File: config.mk
export PLATFORM = sky130hd
export DESIGN_NAME = instruction_prefetch_unit_flat
export DESIGN_NICKNAME = d
export VERILOG_FILES = /design/src/rtl/instruction_prefetch_unit_if.sv /design/src/rtl/instruction_prefetch_unit.sv /design/src/flat_wrapper.sv
export SDC_FILE = /design/constraint.sdc
export NUM_CORES = 1
export LEC_CHECK = 0
export CELL_PAD_IN_SITES_DETAIL_PLACEMENT = 0
export CELL_PAD_IN_SITES_GLOBAL_PLACEMENT = 1
export CORE_AREA = 2 2 134 235
export CTS_CLUSTER_DIAMETER = 150
export DETAILED_ROUTE_END_ITERATION = 8
export DIE_AREA = 0 0 136 237
export PLACE_DENSITY = 0.81
export SYNTH_ARGS = -nofsm -noshare
export SYNTH_HDL_FRONTEND = slang
export SYNTH_SLANG_ARGS = --single-unit
File: constraint.sdc
create_clock -name clk -period 4.02 [get_ports clk]
set_input_delay 1.005 -clock clk [delete_from_list [all_inputs] [get_ports clk]]
set_output_delay 1.005 -clock clk [all_outputs]
set_load 0.1 [all_outputs]
File: src/rtl/instruction_prefetch_unit_if.sv
// rtl/instruction_prefetch_unit_if.sv - fetch, redirect and decode-side signal bundle of the prefetch unit
interface instruction_prefetch_unit_if #(
  parameter int XLEN        = 32,
  parameter int QUEUE_DEPTH = 4
);
  localparam int CW = $clog2(QUEUE_DEPTH) + 1;

  // instruction memory request / response
  logic            imem_req_valid;
  logic            imem_req_ready;
  logic [XLEN-1:0] imem_req_addr;
  logic            imem_resp_valid;
  logic [XLEN-1:0] imem_resp_instr;

  // control from the pipeline
  logic            redirect_valid;
  logic [XLEN-1:0] redirect_pc;
  logic            stall;

  // decode-side queue head
  logic            out_valid;
  logic            out_ready;
  logic [XLEN-1:0] out_pc;
  logic [XLEN-1:0] out_pc_plus4;
  logic [XLEN-1:0] out_instr;
  logic [CW-1:0]   queue_count;

  // the prefetch unit itself
  modport master (
    output imem_req_valid, imem_req_addr,
    output out_valid, out_pc, out_pc_plus4, out_instr, queue_count,
    input  imem_req_ready, imem_resp_valid, imem_resp_instr,
    input  redirect_valid, redirect_pc, stall, out_ready
  );

  // memory, pipeline control and decode around it
  modport slave (
    input  imem_req_valid, imem_req_addr,
    input  out_valid, out_pc, out_pc_plus4, out_instr, queue_count,
    output imem_req_ready, imem_resp_valid, imem_resp_instr,
    output redirect_valid, redirect_pc, stall, out_ready
  );
endinterface

File: src/rtl/instruction_prefetch_unit.sv
// rtl/instruction_prefetch_unit.sv - single-outstanding instruction prefetcher with a small fetch queue
module instruction_prefetch_unit #(
  parameter int              XLEN         = 32,
  parameter logic [XLEN-1:0] RESET_VECTOR = '0,
  parameter int              QUEUE_DEPTH  = 4
) (
  input logic                         clk,
  input logic                         reset,
  instruction_prefetch_unit_if.master bus
);

  localparam int AW = $clog2(QUEUE_DEPTH);
  localparam int CW = AW + 1;

  // FETCH may issue, WAIT has a live request out, DRAIN owes a response that must be dropped
  typedef enum logic [1:0] {
    S_FETCH = 2'd0,
    S_WAIT  = 2'd1,
    S_DRAIN = 2'd2
  } state_t;

  state_t          state;
  state_t          state_nxt;

  logic [XLEN-1:0] fetch_pc;
  logic [XLEN-1:0] req_pc;
  logic [XLEN-1:0] redirect_target;

  logic [XLEN-1:0] q_pc    [QUEUE_DEPTH];
  logic [XLEN-1:0] q_instr [QUEUE_DEPTH];
  logic [AW-1:0]   rd_ptr;
  logic [AW-1:0]   wr_ptr;
  logic [CW-1:0]   count;

  logic            req_fire;
  logic            enq;
  logic            deq;
  logic            not_empty;

  // low two target bits are masked rather than sliced so every input bit is consumed
  assign redirect_target = bus.redirect_pc & ~XLEN'(3);
  assign not_empty       = (count != '0);

  // handshake and queue events; redirect suppresses both enqueue and dequeue
  assign req_fire = bus.imem_req_valid && bus.imem_req_ready;
  assign enq      = (state == S_WAIT) && bus.imem_resp_valid && !bus.redirect_valid;
  assign deq      = bus.out_valid && bus.out_ready && !bus.stall;

  // state register
  always_ff @(posedge clk) begin
    if (!reset) begin
      state <= S_FETCH;
    end else begin
      state <= state_nxt;
    end
  end

  // next-state: any response closes the outstanding request, redirect without one leaves it to be drained
  always_comb begin
    state_nxt = state;
    case (state)
      S_FETCH: begin
        if (req_fire) begin
          state_nxt = S_WAIT;
        end
      end
      S_WAIT: begin
        if (bus.imem_resp_valid) begin
          state_nxt = S_FETCH;
        end else if (bus.redirect_valid) begin
          state_nxt = S_DRAIN;
        end
      end
      S_DRAIN: begin
        if (bus.imem_resp_valid) begin
          state_nxt = S_FETCH;
        end
      end
      default: state_nxt = S_FETCH;
    endcase
  end

  // outputs: request gated by stall, redirect and free slot; head fields read as zero when empty
  always_comb begin
    bus.imem_req_valid = (state == S_FETCH) && !bus.stall && !bus.redirect_valid &&
                         (count < CW'(QUEUE_DEPTH));
    bus.imem_req_addr  = fetch_pc;
    bus.out_valid      = not_empty && !bus.redirect_valid;
    bus.out_pc         = '0;
    bus.out_pc_plus4   = '0;
    bus.out_instr      = '0;
    if (not_empty) begin
      bus.out_pc       = q_pc[rd_ptr];
      bus.out_pc_plus4 = q_pc[rd_ptr] + XLEN'(4);
      bus.out_instr    = q_instr[rd_ptr];
    end
    bus.queue_count    = count;
  end

  // fetch address: redirect wins, otherwise advance one word per accepted request
  always_ff @(posedge clk) begin
    if (!reset) begin
      fetch_pc <= RESET_VECTOR;
      req_pc   <= RESET_VECTOR;
    end else if (bus.redirect_valid) begin
      fetch_pc <= redirect_target;
    end else if (req_fire) begin
      req_pc   <= fetch_pc;
      fetch_pc <= fetch_pc + XLEN'(4);
    end
  end

  // queue pointers and occupancy; flush on reset or redirect
  always_ff @(posedge clk) begin
    if (!reset || bus.redirect_valid) begin
      rd_ptr <= '0;
      wr_ptr <= '0;
      count  <= '0;
    end else begin
      if (enq) begin
        wr_ptr <= wr_ptr + AW'(1);
      end
      if (deq) begin
        rd_ptr <= rd_ptr + AW'(1);
      end
      if (enq && !deq) begin
        count <= count + CW'(1);
      end else if (!enq && deq) begin
        count <= count - CW'(1);
      end
    end
  end

  // queue storage, written with the pc of the request that produced the response
  always_ff @(posedge clk) begin
    if (reset && enq) begin
      q_pc[wr_ptr]    <= req_pc;
      q_instr[wr_ptr] <= bus.imem_resp_instr;
    end
  end

endmodule

File: src/flat_wrapper.sv
// flat-port wrapper written by rule: the top's interface ports become plain ports
module instruction_prefetch_unit_flat 
#(
  parameter int              XLEN         = 32,
  parameter logic [XLEN-1:0] RESET_VECTOR = '0,
  parameter int              QUEUE_DEPTH  = 4
)
  (clk, reset, bus_imem_req_valid, bus_imem_req_addr, bus_out_valid, bus_out_pc, bus_out_pc_plus4, bus_out_instr, bus_queue_count, bus_imem_req_ready, bus_imem_resp_valid, bus_imem_resp_instr, bus_redirect_valid, bus_redirect_pc, bus_stall, bus_out_ready);
  instruction_prefetch_unit_if #(.XLEN(XLEN), .QUEUE_DEPTH(QUEUE_DEPTH)) bus_i ();
  input logic clk;
  input logic reset;
  output wire logic [$bits(bus_i.imem_req_valid)-1:0] bus_imem_req_valid;
  output wire logic [$bits(bus_i.imem_req_addr)-1:0] bus_imem_req_addr;
  output wire logic [$bits(bus_i.out_valid)-1:0] bus_out_valid;
  output wire logic [$bits(bus_i.out_pc)-1:0] bus_out_pc;
  output wire logic [$bits(bus_i.out_pc_plus4)-1:0] bus_out_pc_plus4;
  output wire logic [$bits(bus_i.out_instr)-1:0] bus_out_instr;
  output wire logic [$bits(bus_i.queue_count)-1:0] bus_queue_count;
  input wire logic [$bits(bus_i.imem_req_ready)-1:0] bus_imem_req_ready;
  input wire logic [$bits(bus_i.imem_resp_valid)-1:0] bus_imem_resp_valid;
  input wire logic [$bits(bus_i.imem_resp_instr)-1:0] bus_imem_resp_instr;
  input wire logic [$bits(bus_i.redirect_valid)-1:0] bus_redirect_valid;
  input wire logic [$bits(bus_i.redirect_pc)-1:0] bus_redirect_pc;
  input wire logic [$bits(bus_i.stall)-1:0] bus_stall;
  input wire logic [$bits(bus_i.out_ready)-1:0] bus_out_ready;
  assign bus_imem_req_valid = bus_i.imem_req_valid;
  assign bus_imem_req_addr = bus_i.imem_req_addr;
  assign bus_out_valid = bus_i.out_valid;
  assign bus_out_pc = bus_i.out_pc;
  assign bus_out_pc_plus4 = bus_i.out_pc_plus4;
  assign bus_out_instr = bus_i.out_instr;
  assign bus_queue_count = bus_i.queue_count;
  assign bus_i.imem_req_ready = bus_imem_req_ready;
  assign bus_i.imem_resp_valid = bus_imem_resp_valid;
  assign bus_i.imem_resp_instr = bus_imem_resp_instr;
  assign bus_i.redirect_valid = bus_redirect_valid;
  assign bus_i.redirect_pc = bus_redirect_pc;
  assign bus_i.stall = bus_stall;
  assign bus_i.out_ready = bus_out_ready;
  instruction_prefetch_unit #(.XLEN(XLEN), .RESET_VECTOR(RESET_VECTOR), .QUEUE_DEPTH(QUEUE_DEPTH)) u_core (.clk(clk), .reset(reset), .bus(bus_i));
endmodule
==> results.txt, run 1 <==
Status: finished clean
Combinational fraction of the cell area: 25.1%
Htree depth: 1
CP arrival: 2.96 ns
Regs by FF count: u_core.q_instr x128, u_core.q_pc x120
Mean post-synth cell area: 14.4 um2
Hold Buf Count CTS: 0
Log Warnings: 32
Inverters excl. clock: 17
Area of all sequential standard cells: 8880 um2
Post-place instance area: 16,100 um2
Worst path required time: 3.01 ns
EDFF count, synth: 248
Yosys warns: 0
Grt total ovfl: 0
Met3 Wirelength: 1140 um
Stages on worst setup path: 9
R2R depth: 7
Data buffer area share: 14.8%
Flop count: 319
Clk buf depth: 3
Crit path kind: reg -> out
[run 1: layer usage]
layer,global-route usage (%),up-vias
li1,-,3911
met1,21.5,4085
met2,33.4,198
met3,1.82,49
met4,6.60,0
met5,0,-
[run 1: logic make-up (layout without fill, tap and decap cells)]
family,after synthesis,in the layout
multiplexers,64,64
other,1,6
AND/OR/NAND/NOR,324,324
XOR/XNOR,28,28
buffers and inverters,78,288
adder cells (fa/ha/maj),8,8
AND-OR/OR-AND,118,118
flip-flops,319,319
[run 1: power by group]
part | leakage [nW] | switching [mW] | total [mW] | internal, mW
Sequential | 3.04 | 0.0364 | 3.59 | 3.55
Clock | 0.437 | 1.15 | 2.66 | 1.51
Combinational | 2.33 | 0.311 | 0.451 | 0.140
==> run_1/density.png <==
Scale bar: 50 um. 14 x 24 tiles, from white (low) to dark blue (high), 0 to 100% covered.
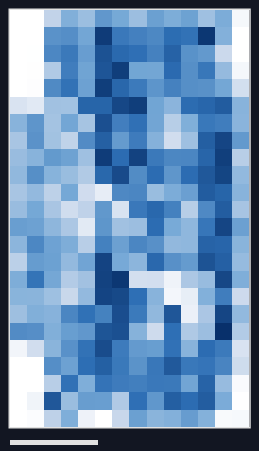
fullest tile	100%
tiles over 75% full	20%
nearly empty tiles	6.2%
densest ninth of the die	top middle

==> run_1/registers.png <==
Scale bar: 50 um. Other sequential cells in the stronger gray, the rest of the logic in the fainter gray.
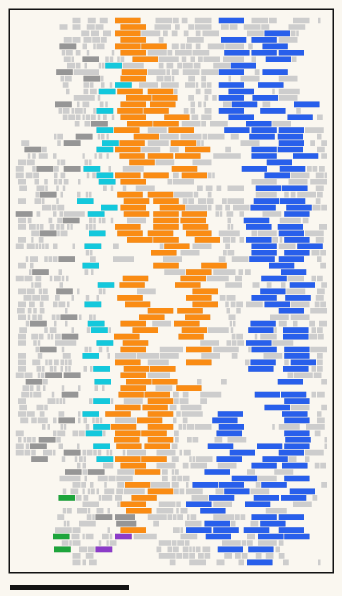
signal	color	placed flops
u_core.bus.queue_count	green	3
u_core.rd_ptr	purple	2
u_core.q_instr	blue	128
u_core.req_pc	cyan	30
u_core.q_pc	orange	120
not colored	36

==> run_1/pdn.png <==
Scale bar: 50 um. Pins as bars on the die edge. Tap cells in gray.
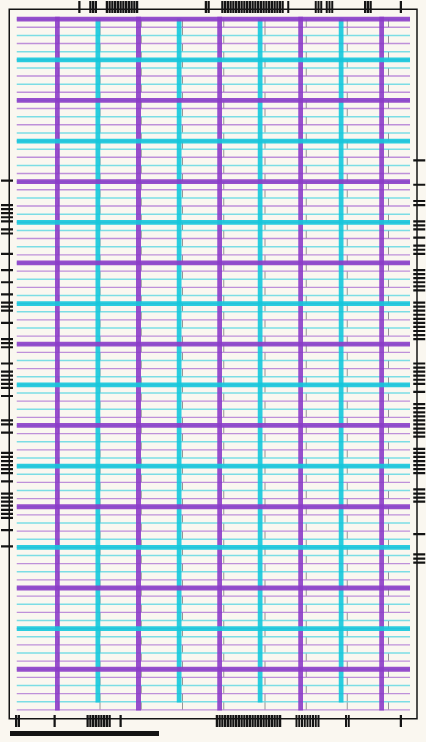
net	color
VDD	cyan
VSS	purple
met4 straps	9
tap cells	391
rows	85

==> run 2: changes to the inputs <==
--- a/config.mk
+++ b/config.mk
@@ -12,6 +12,7 @@
 export DETAILED_ROUTE_END_ITERATION = 8
 export DIE_AREA = 0 0 136 237
 export PLACE_DENSITY = 0.81
+export RECOVER_POWER = 100
 export SYNTH_ARGS = -nofsm -noshare
 export SYNTH_HDL_FRONTEND = slang
 export SYNTH_SLANG_ARGS = --single-unit
==> run_2/port_nets.png <==
Scale bar: 50 um.
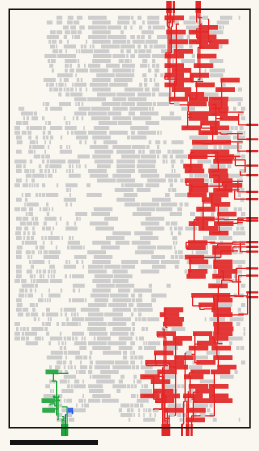
port	color	bits	direction	end cells	wire
bus_queue_count	green	3	output	3	94.2 um
bus_out_ready	blue	1	input	1	9.70 um
bus_imem_resp_instr	red	32	input	128	1,810 um

==> run 2 against run 1 <==
Net effect:
- the run now ends with capacitance limit, slew limit left
- worst hold slack improved by 0.0027 ns
- critical path type unchanged
- die size unchanged
- sequential share of layout area increased by 0.35 points
- clock power about the same
- routed wire length about the same
- non-clock buffer count unchanged
- largest power group unchanged
- largest cell class unchanged
- synthesized cell count unchanged
- count of clock-buffer cells in the layout unchanged
==> results.txt, run 2 <==
Status: complete, but fails checks
Failing checks: capacitance limit, slew limit
Logic cell area: 4320 um2
CTS tree: built
Vias in the first global route: 8,356
Worst path required time: 3.01 ns
Sw power: 1.50 mW
Log Warnings: 32
Clock share of power: 39.9%
CP arrival: 2.95 ns
Logic pwr share: 6.5%
Mean post-synth cell area: 14.4 um2
FF-to-FF End: u_core.q_instr[1][11]$_DFFE_PP_
Endpoints failing setup: 0
Combinational fraction of the cell area: 25.3%
Inverters excl. clock: 17
Data buffer area share: 14.3%
Post-route clock skew: 0.0104 ns
Crit path kind: reg -> out
EDFF count, synth: 248
R2R depth: 6
DRT Pass-1 Iters: 7
Flop count: 319
Clock net power: 2.67 mW
Sequential power: 3.59 mW
Chip area: 32,200 um2
Sequential share of power: 53.6%
Pwr top: registers
Wire length of the first global-routing pass: 45,400 um
Grt total ovfl: 0
Stages on worst setup path: 9
Post-place instance area: 16,100 um2
Comb. pwr: 0.436 mW
Final slew viol count: 171
Number of max-cap violations: 3
Hold endpoint: u_core.req_pc[25]$_SDFFE_PN0P_
Clk buf depth: 3
Post-Syn Area: 13,500 um2
Area of all sequential standard cells: 8880 um2
Tapcell count: 391
Sw Share: 22.4%
Yosys warns: 0
Hpwl dp: 18,900 um
Hold Buf Count CTS: 0
Regs by FF count: u_core.q_instr x128, u_core.q_pc x120
-- run 2: cell counts after synthesis --
No cell type changed its count.
-- run 2: worst reg2reg max path: cells and delay by family (launching register included) --
| family | cells | cell delay (ns) |
|---|---|---|
| DFF | 1 | 0.35 |
| buffers and inverters | 2 | 1.42 |
| and+or+nand+nor | 4 | 0.72 |
-- run 2: cells by family (layout without fill, tap and decap cells) --
family | after synthesis | count (layout)
AOI/OAI and AO/OA | 118 | 118
buffers and inverters | 78 | 288
DFF | 319 | 319
adders and majority gates | 8 | 8
muxes | 64 | 64
and+or+nand+nor | 324 | 324
xor gates and xnor gates | 28 | 28
other | 1 | 6
-- run 2: metal layers --
metal  global-route usage, %  part of all wire [%]
met4                    6.60                   2.6
met5                       0                     0
met3                    1.82                   4.1
met1                    21.5                    39
met2                    33.4                    55
No activity file was given, so power comes from the tool's default toggle rates.
